==> run_1/metal_stack.png <==
Scale bar: 50 um. Two of the layers only.
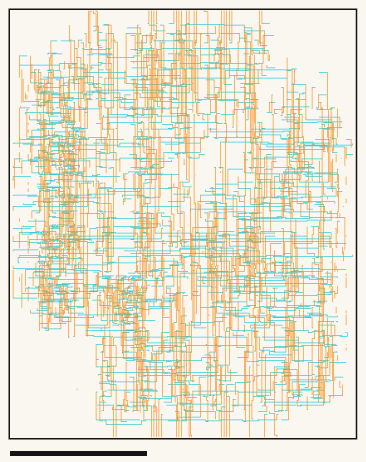
==> run_1/met2.png <==
Scale bar: 50 um.
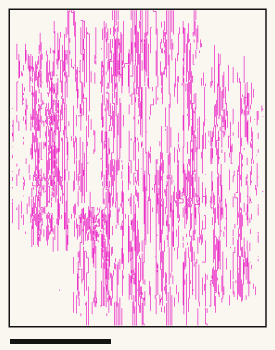
==> run_1/final_clocks.png <==
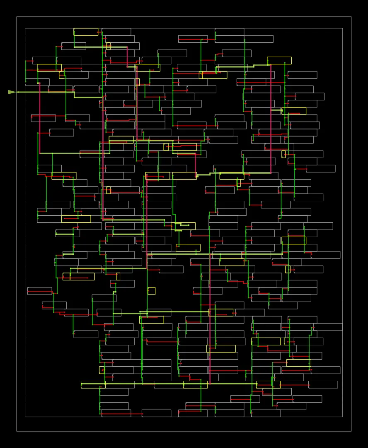
==> run_1/pdn.png <==
Scale bar: 50 um. Pins as bars on the die edge.
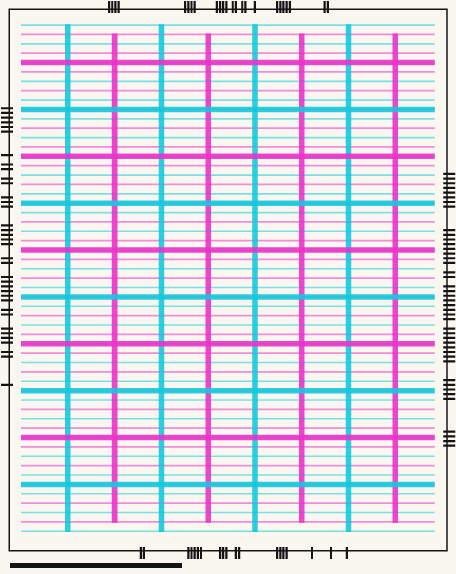
==> config.mk <==
export PLATFORM = sky130hd
export DESIGN_NAME = instr_fetch_queue
export DESIGN_NICKNAME = d
export VERILOG_FILES = /design/src/rtl/instr_fetch_queue_pkg.sv /design/src/rtl/instr_fetch_queue_fetch_fifo.sv /design/src/rtl/instr_fetch_queue.sv
export SDC_FILE = /design/constraint.sdc
export NUM_CORES = 1
export LEC_CHECK = 0
export CORE_ASPECT_RATIO = 1.25
export CORE_MARGIN = 3
export CORE_UTILIZATION = 56
export DETAILED_ROUTE_END_ITERATION = 7
export GPL_TIMING_DRIVEN = 0
export PLACE_DENSITY = 0.86
export SLEW_MARGIN = 20
export SYNTH_ARGS = -nofsm -noshare
export SYNTH_HDL_FRONTEND = slang
export SYNTH_HIERARCHICAL = 1
export SYNTH_SLANG_ARGS = --single-unit
==> constraint.sdc <==
create_clock -name clk_i -period 4.4 [get_ports clk_i]
set_input_delay 0.66 -clock clk_i [delete_from_list [all_inputs] [get_ports clk_i]]
set_output_delay 0.66 -clock clk_i [all_outputs]
set_load 0.02 [all_outputs]
==> impl_metrics.tcl, run 1 <==
# implementation run metrics
set metrics [dict create \
    cts_setup_buffers 0 \
    portBuffers 120 \
    comb_area_mm2 0.002705 \
    area_leaders "edfxtp_1 (59%), mux4_2 (11%), dfrtp_1 (11%)" \
    chipArea_mm2 0.01983 \
    cp-end-kind "output pin" \
    p_leak_nw 4.213 \
    grt_max_degree 39 \
    ctsResizeCount 0 \
    drt-pass1-iter-count 7 \
    antenna_found_initial 0 \
    grt-busiest-layer "met2" \
    fin_setup_tns_ns 0 \
    cp.depth 5 \
    met3WireLength_mm 1.364 \
    use_met1_pct 26.30 \
    crit_slowest_cell "nor3_2" \
    seq-cell-share_pct 56.59 \
    h-tree-depth 1 \
    tritoncts "yes" \
    drive_gt1_share_pct 21.12 \
    slowest_delay_ns 0.73 \
    top_cells_by_count "edfxtp_1 (200), nor2b_1 (53), mux4_2 (48), dfrtp_1 (43), nand2_1 (18)" \
    grt_pass1_wl_mm 32.13 \
    status "complete, no violations" \
]
## Picture notes: metal_stack.png
layer	color	wire length
met2	orange	10700 um
met1	cyan	7580 um
Vias: 5535
Total Wirelength: 20.09 mm
All-Layer GR Usage: 20.63%
routed len/inst: 20.97 um

## Picture notes: met2.png
wire length on this layer	10700 um
nets with wire on the layer	703
main direction	vertical
longest straight run	67.7 um
share of all routed wire	53%
grt met2 use: 37.24%

## Picture notes: final_clocks.png
CTS Buf Count: 23
Clock Sinks: 243
clkbuf count: 27

## Picture notes: pdn.png
net	color
VDD	magenta
VSS	cyan
met5 straps	10
signal pins	122
met1 rails	55
worst-case vdd ir drop: 402.4 uV
area of the core: 0.01763 mm2
Die Y: 156.7 um
die width: 126.6 um

==> run_1/met3.png <==
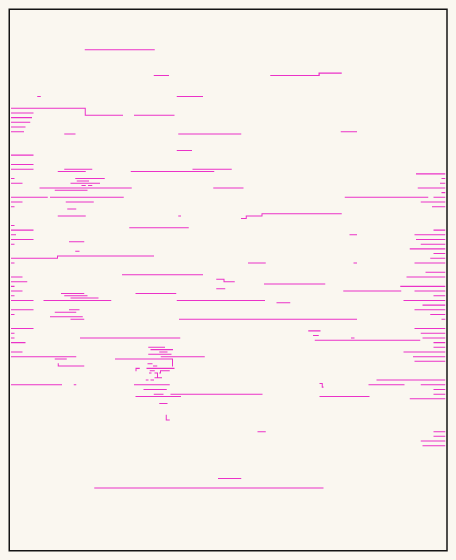

==> run 2, diff against run 1 <==
--- a/config.mk
+++ b/config.mk
@@ -6,10 +6,10 @@
 export NUM_CORES = 1
 export LEC_CHECK = 0
 export CORE_ASPECT_RATIO = 1.25
-export CORE_MARGIN = 3
 export CORE_UTILIZATION = 56
 export DETAILED_ROUTE_END_ITERATION = 7
 export GPL_TIMING_DRIVEN = 0
+export HOLD_SLACK_MARGIN = 0.02
 export PLACE_DENSITY = 0.86
 export SLEW_MARGIN = 20
 export SYNTH_ARGS = -nofsm -noshare
==> run_2/met3.png <==
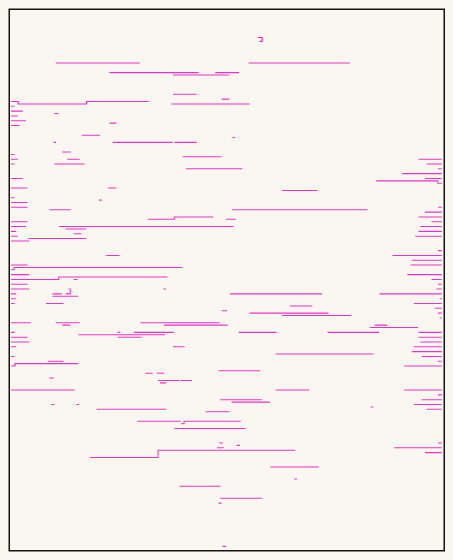
nets with wire on the layer	125
wire length on this layer	1350 um
longest straight run	49.0 um
share of all routed wire	6.8%
main direction	horizontal
GR Util met3: 3.630%
Vias: 5533
Total Wirelength: 19.90 mm

==> run_2/metal_stack.png <==
Scale bar: 20 um. Two of the layers only.
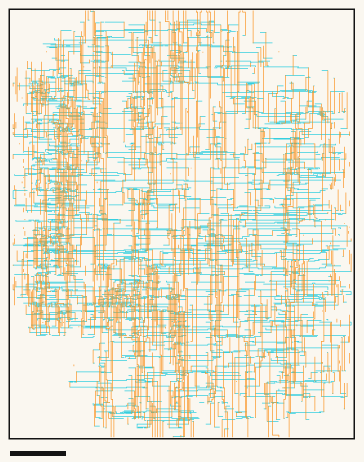
layer	color	wire length
met1	cyan	7850 um
met2	orange	10300 um
routed len/inst: 20.77 um
All-Layer GR Usage: 21.87%

==> run 2 against run 1 <==
- setup slack got worse by 0.064 ns
- clock skew decreased by 0.0015 ns
- via count barely moved
- clock power about the same
- routed wire length shrank 0.96%
==> impl_metrics.tcl, run 2 <==
# implementation run metrics
set metrics [dict create \
    top_cells_by_count "edfxtp_1 (200), nor2b_1 (53), mux4_2 (48), dfrtp_1 (43), nand2_1 (18)" \
    use_met1_pct 28.63 \
    met3WireLength_mm 1.347 \
    ctsResizeCount 0 \
    portBuffers 120 \
    clock_sinks 243 \
    core_area_mm2 0.01763 \
    dieWidth_um 122.6 \
    comb_area_mm2 0.002705 \
    crit_slowest_cell "nor3_2" \
    grt_pass1_vias 5865 \
    seq-cell-share_pct 56.70 \
    die_h_um 152.7 \
    slowest_delay_ns 0.78 \
    grt_max_degree 36 \
    antenna_found_initial 0 \
    rsz0062_at_grt "false" \
    status "complete, no violations" \
    fin_setup_tns_ns 0 \
    p_leak_nw 4.206 \
    drive_gt1_share_pct 20.71 \
    holdWs_ns 0.1061 \
    grt-busiest-layer "met2" \
    tritoncts "yes" \
    cp-end-kind "output pin" \
    grt_pass1_wl_mm 31.31 \
    comb_power_share_pct 15.6 \
    clkbuf_count 30 \
    vdd_drop_max_uv 418.8 \
]
==> run_2/met2.png <==
Scale bar: 20 um.
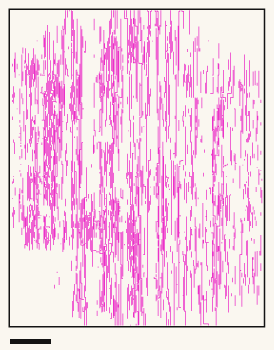
wire length on this layer	10300 um
share of all routed wire	52%
longest straight run	56.6 um
main direction	vertical
grt met2 use: 37.56%

==> run 3, diff against run 2 <==
--- a/config.mk
+++ b/config.mk
@@ -7,6 +7,7 @@
 export LEC_CHECK = 0
 export CORE_ASPECT_RATIO = 1.25
 export CORE_UTILIZATION = 56
+export CTS_CLUSTER_DIAMETER = 120
 export DETAILED_ROUTE_END_ITERATION = 7
 export GPL_TIMING_DRIVEN = 0
 export HOLD_SLACK_MARGIN = 0.02
==> constraint.sdc (replaced) <==
create_clock -name clk_i -period 4.15 [get_ports clk_i]
set_input_delay 0.6225 -clock clk_i [delete_from_list [all_inputs] [get_ports clk_i]]
set_output_delay 0.6225 -clock clk_i [all_outputs]
set_load 0.02 [all_outputs]
==> run 3 against run 2 <==
- synthesized area did not move
- first-iteration DRC count unchanged
- core utilization unchanged
- die size unchanged
- sequential share of layout area unchanged
==> impl_metrics.tcl, run 3 <==
# implementation run metrics
set metrics [dict create \
    holdWs_ns 0.06855 \
    tritoncts "yes" \
    met3_usage_pct 3.630 \
    top_cells_by_count "edfxtp_1 (200), nor2b_1 (53), mux4_2 (48), dfrtp_1 (43), nand2_1 (18)" \
    grt_max_degree 36 \
    portBuffers 120 \
    cts_setup_buffers 0 \
    postCtsHoldBufs 0 \
    drt-pass1-iter-count 5 \
    status "complete, no violations" \
    grt-busiest-layer "met2" \
    cp.depth 5 \
    core_area_mm2 0.01763 \
    grt_pass1_vias 5865 \
    clkbuf_count 30 \
    use_met1_pct 28.63 \
    gr-usage-all-layers_pct 21.87 \
    synthAdderAreaFrac_pct 0.8117 \
    cp_cell_sequence "buf_2 -> nor3_2 -> clkbuf_1 -> nor2b_1 -> clkdlybuf4s50_1" \
    h-tree-depth 1 \
    rsz0062_at_grt "false" \
    grt_use_met2_pct 37.56 \
    syn_inst 569 \
    chipArea_mm2 0.01871 \
    wl_mm 19.90 \
    ctsResizeCount 0 \
    fin_setup_tns_ns 0 \
    routedWlPerCell_um 20.77 \
    cp-end-kind "output pin" \
    comb_area_mm2 0.002705 \
    p_leak_nw 4.206 \
    num_vias 5533 \
    fillCellCount 1063 \
    met3WireLength_mm 1.347 \
    seq-cell-share_pct 56.70 \
    comb_power_share_pct 15.6 \
    final_cells 958 \
    grt_pass1_wl_mm 31.31 \
]
==> run_3/metal_stack.png <==
Scale bar: 20 um. Two of the layers only.
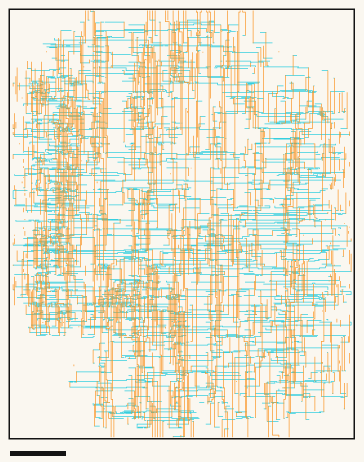
layer	color	wire length
met1	cyan	7850 um
met2	orange	10300 um

==> run_3/pdn.png <==
Scale bar: 20 um. Pins as bars on the die edge.
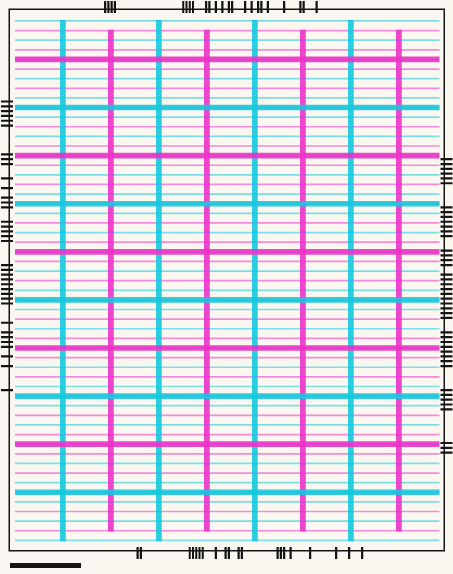
net	color
VDD	magenta
VSS	cyan
met5 straps	10
met1 rails	55
rows	54
met4 straps	8
signal pins	122
Die Y: 152.7 um
die width: 122.6 um
worst-case vdd ir drop: 444.0 uV

==> run_3/met2.png <==
Scale bar: 20 um.
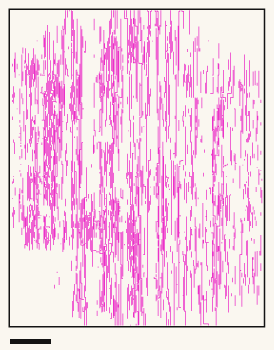
share of all routed wire	52%
wire length on this layer	10300 um
nets with wire on the layer	698

Power is estimated from default activity; no workload was simulated.
